### src/rtl/riscv_instruction_encoder.sv
// RV32I field-level instruction encoder: range-checks typed fields, packs them
// into a 32-bit word and writes it to sequential instruction-memory words.
module riscv_instruction_encoder #(
    parameter int unsigned       ADDR_W    = 32,
    parameter logic [ADDR_W-1:0] BASE_ADDR = '0,
    parameter int unsigned       DEPTH     = 256
) (
    input  logic               clk,
    input  logic               rst_n,
    input  logic               in_valid,
    output logic               in_ready,
    input  logic [2:0]         in_type,
    input  logic [6:0]         in_opcode,
    input  logic [2:0]         in_funct3,
    input  logic [6:0]         in_funct7,
    input  logic [4:0]         in_rd,
    input  logic [4:0]         in_rs1,
    input  logic [4:0]         in_rs2,
    input  logic signed [31:0] in_imm,
    output logic               mem_we,
    output logic [ADDR_W-1:0]  mem_addr,
    output logic [31:0]        mem_wdata,
    input  logic               mem_ack,
    output logic               err,
    output logic               err_sticky,
    output logic               full,
    output logic [15:0]        count
);

    // riscv_instructionType_* encodings; any other value is undefined
    localparam logic [2:0] TYPE_R  = 3'd0;
    localparam logic [2:0] TYPE_I  = 3'd1;
    localparam logic [2:0] TYPE_S  = 3'd2;
    localparam logic [2:0] TYPE_SB = 3'd3;
    localparam logic [2:0] TYPE_U  = 3'd4;
    localparam logic [2:0] TYPE_UJ = 3'd5;

    localparam logic [6:0] OPC_OP_IMM = 7'b0010011;
    localparam logic [2:0] F3_SLL     = 3'b001;
    localparam logic [2:0] F3_SRL_SRA = 3'b101;
    localparam logic [16:0] DEPTH_CNT = 17'(DEPTH);

    typedef enum logic [1:0] {
        IDLE   = 2'd0,
        ENCODE = 2'd1,
        WRITE  = 2'd2
    } state_t;

    state_t             state;
    logic [2:0]         type_q;
    logic [6:0]         opcode_q;
    logic [2:0]         funct3_q;
    logic [6:0]         funct7_q;
    logic [4:0]         rd_q;
    logic [4:0]         rs1_q;
    logic [4:0]         rs2_q;
    logic signed [31:0] imm_q;
    logic [16:0]        count_inc;

    function automatic logic fits_signed(input logic signed [31:0] imm,
                                         input int unsigned bits);
        logic signed [31:0] lim;
        lim = 32'sd1 <<< (bits - 1);
        return (imm >= -lim) && (imm < lim);
    endfunction

    function automatic logic is_shift(input logic [2:0] t, input logic [6:0] op,
                                      input logic [2:0] f3);
        return (t == TYPE_I) && (op == OPC_OP_IMM) &&
               ((f3 == F3_SLL) || (f3 == F3_SRL_SRA));
    endfunction

    function automatic logic is_legal(input logic [2:0] t, input logic [6:0] op,
                                      input logic [2:0] f3,
                                      input logic signed [31:0] imm);
        logic ok;
        case (t)
            TYPE_R:  ok = 1'b1;
            TYPE_I:  ok = is_shift(t, op, f3) ? (imm[31:5] == '0) : fits_signed(imm, 12);
            TYPE_S:  ok = fits_signed(imm, 12);
            TYPE_SB: ok = fits_signed(imm, 13) && !imm[0];
            TYPE_U:  ok = (imm[11:0] == '0);
            TYPE_UJ: ok = fits_signed(imm, 21) && !imm[0];
            default: ok = 1'b0;
        endcase
        return ok && (op[1:0] == 2'b11);
    endfunction

    function automatic logic [31:0] pack(input logic [2:0] t, input logic [6:0] op,
                                         input logic [2:0] f3, input logic [6:0] f7,
                                         input logic [4:0] rd, input logic [4:0] rs1,
                                         input logic [4:0] rs2,
                                         input logic signed [31:0] imm);
        logic [31:0] w;
        case (t)
            TYPE_R:  w = {f7, rs2, rs1, f3, rd, op};
            TYPE_I:  w = is_shift(t, op, f3) ? {f7, imm[4:0], rs1, f3, rd, op}
                                             : {imm[11:0], rs1, f3, rd, op};
            TYPE_S:  w = {imm[11:5], rs2, rs1, f3, imm[4:0], op};
            TYPE_SB: w = {imm[12], imm[10:5], rs2, rs1, f3, imm[4:1], imm[11], op};
            TYPE_U:  w = {imm[31:12], rd, op};
            TYPE_UJ: w = {imm[20], imm[10:1], imm[11], imm[19:12], rd, op};
            default: w = '0;
        endcase
        return w;
    endfunction

    assign count_inc = {1'b0, count} + 17'd1;

    // Request capture: data only, no reset needed
    always_ff @(posedge clk) begin
        if (state == IDLE && in_valid && in_ready) begin
            type_q   <= in_type;
            opcode_q <= in_opcode;
            funct3_q <= in_funct3;
            funct7_q <= in_funct7;
            rd_q     <= in_rd;
            rs1_q    <= in_rs1;
            rs2_q    <= in_rs2;
            imm_q    <= in_imm;
        end
    end

    always_ff @(posedge clk) begin
        if (!rst_n) begin
            state      <= IDLE;
            in_ready   <= 1'b1;
            mem_we     <= 1'b0;
            mem_addr   <= BASE_ADDR;
            mem_wdata  <= '0;
            err        <= 1'b0;
            err_sticky <= 1'b0;
            full       <= 1'b0;
            count      <= '0;
        end else begin
            err <= 1'b0;
            case (state)
                IDLE: begin
                    if (in_valid && in_ready) begin
                        in_ready <= 1'b0;
                        state    <= ENCODE;
                    end
                end
                ENCODE: begin
                    mem_wdata <= pack(type_q, opcode_q, funct3_q, funct7_q,
                                      rd_q, rs1_q, rs2_q, imm_q);
                    if (is_legal(type_q, opcode_q, funct3_q, imm_q)) begin
                        mem_we <= 1'b1;
                        state  <= WRITE;
                    end else begin
                        err        <= 1'b1;
                        err_sticky <= 1'b1;
                        in_ready   <= !full;
                        state      <= IDLE;
                    end
                end
                WRITE: begin
                    // Word is held on the port until the memory takes it
                    if (mem_ack) begin
                        mem_we   <= 1'b0;
                        mem_addr <= mem_addr + ADDR_W'(4);
                        count    <= count_inc[15:0];
                        full     <= (count_inc == DEPTH_CNT);
                        in_ready <= (count_inc != DEPTH_CNT);
                        state    <= IDLE;
                    end
                end
                default: state <= IDLE;
            endcase
        end
    end

endmodule

### config.mk
export PLATFORM = sky130hd
export DESIGN_NAME = riscv_instruction_encoder
export DESIGN_NICKNAME = d
export VERILOG_FILES = /design/src/rtl/riscv_instruction_encoder.sv
export SDC_FILE = /design/constraint.sdc
export NUM_CORES = 1
export LEC_CHECK = 0
export ABC_AREA = 0
export ABC_CLOCK_PERIOD_IN_PS = 3100
export CORE_MARGIN = 5
export CORE_UTILIZATION = 50
export CTS_CLUSTER_SIZE = 20
export DETAILED_ROUTE_END_ITERATION = 16
export PLACE_DENSITY = 0.88
export SLEW_MARGIN = 20
export SYNTH_ARGS = -nofsm -noshare
export SYNTH_HDL_FRONTEND = slang
export SYNTH_SLANG_ARGS = --single-unit
### constraint.sdc
create_clock -name clk -period 3.1 [get_ports clk]
set_clock_uncertainty 0.05 [all_clocks]
set_input_delay 0.31 -clock clk [delete_from_list [all_inputs] [get_ports clk]]
set_output_delay 0.31 -clock clk [all_outputs]
set_load 0.03 [all_outputs]
### Metal 1

Scale bar: 50 µm.
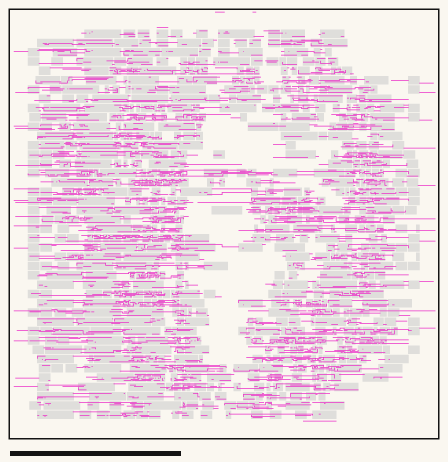
wire length on this layer: 6660 µm
main direction: horizontal
share of all routed wire: 41%

### M2 wires

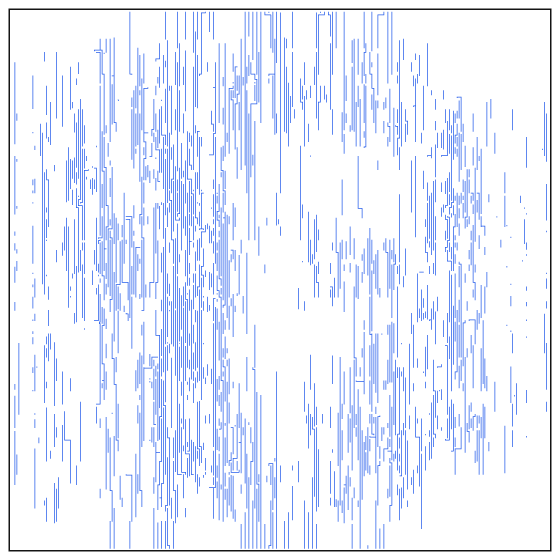
main direction: vertical
wire length on this layer: 8270 µm
share of all routed wire: 51%
longest straight run: 45.9 µm
GR Layer Usage met2: 0.352
Routed WL: 16400 µm
Via Count: 5287

### Metal 3

Scale bar: 50 µm.
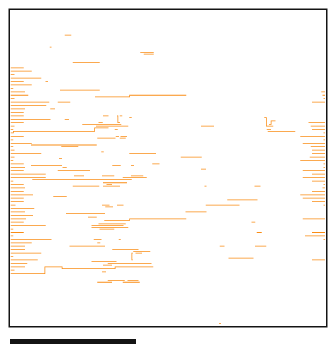
main direction: horizontal
longest straight run: 39.1 µm
M3 GR Usage: 0.0631

### Metal 4

Scale bar: 50 µm.
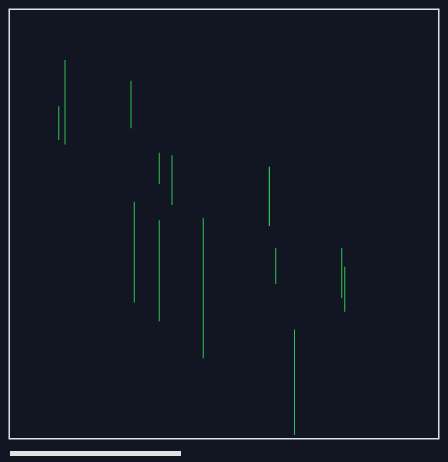
share of all routed wire: 1.6%
wire length on this layer: 255 µm

==> deck_impl_summary.md <==
Synthesis and Place & Route Summary

Clocking
  – H-tree levels: 4
  – Resized cells post-CTS: 0

Worst setup path
  – Slowest stage cell, crit path: edfxtp_1
  – WP depth: 6
  – Crit path max fanout: 21
  – Cell Chain, Critical Path: nor2b_1, o2111ai_1, o311ai_1, o311ai_4, o21ai_0, o221ai_2
  – Crit path launch type: flop
  – Required @ worst endpoint: around 3.3 ns
  – Buf/Inv on CP: 0
  – FF-to-FF Start: type_q[2]$_DFFE_PP_
  – Endpoint class of the critical path: flop
  – CP peak stage delay: around 0.74 ns
  – R2R depth: 6

Hold path
  – Worst Hold Depth: 1
  – HP Class: input port to flop

Synth
  – Mapped cell area: between 0.006 and 0.007 mm²
  – Synthesized area per cell: 10.9 µm²
  – Post-Syn Instances: slightly above 600
  – Mux share: 0.00471
  – Share of the synthesized area in the top cell type: 0.303
  – Simple share: 0.209
  – Yosys Instances: 611
  – Yosys top cell by area: edfxtp_1
  – Largest logic family: simple AND/OR/NAND/NOR gates
  – Async SR Flop Fraction: 0

Cells and area
  – Layout non-clock buf frac: 0.179
  – Comb gate area: around 0.0027 mm²
  – Non-Clock Inverter Count: 20
  – Non-clock buffers: around 160
  – Clock buffers: 20

Die
  – Core area: around 0.013 mm²

Placement
  – Final HPWL DP: around 12000 µm
  – I/O Buffers: 153
  – Dpl cells: between 900 and 1k

Drt
  – Metal3 WL: 1190 µm
  – WL/cell: 17.3 µm

Run status
  – Outcome: complete, no violations

GRT
  – GRT overflow: 0

Power
  – Flop pwr share: 0.467

Timing
  – Setup WS post-layout: 0.538 ns
  – Final setup TNS: 0 ns
Power is estimated from default activity; no workload was simulated.
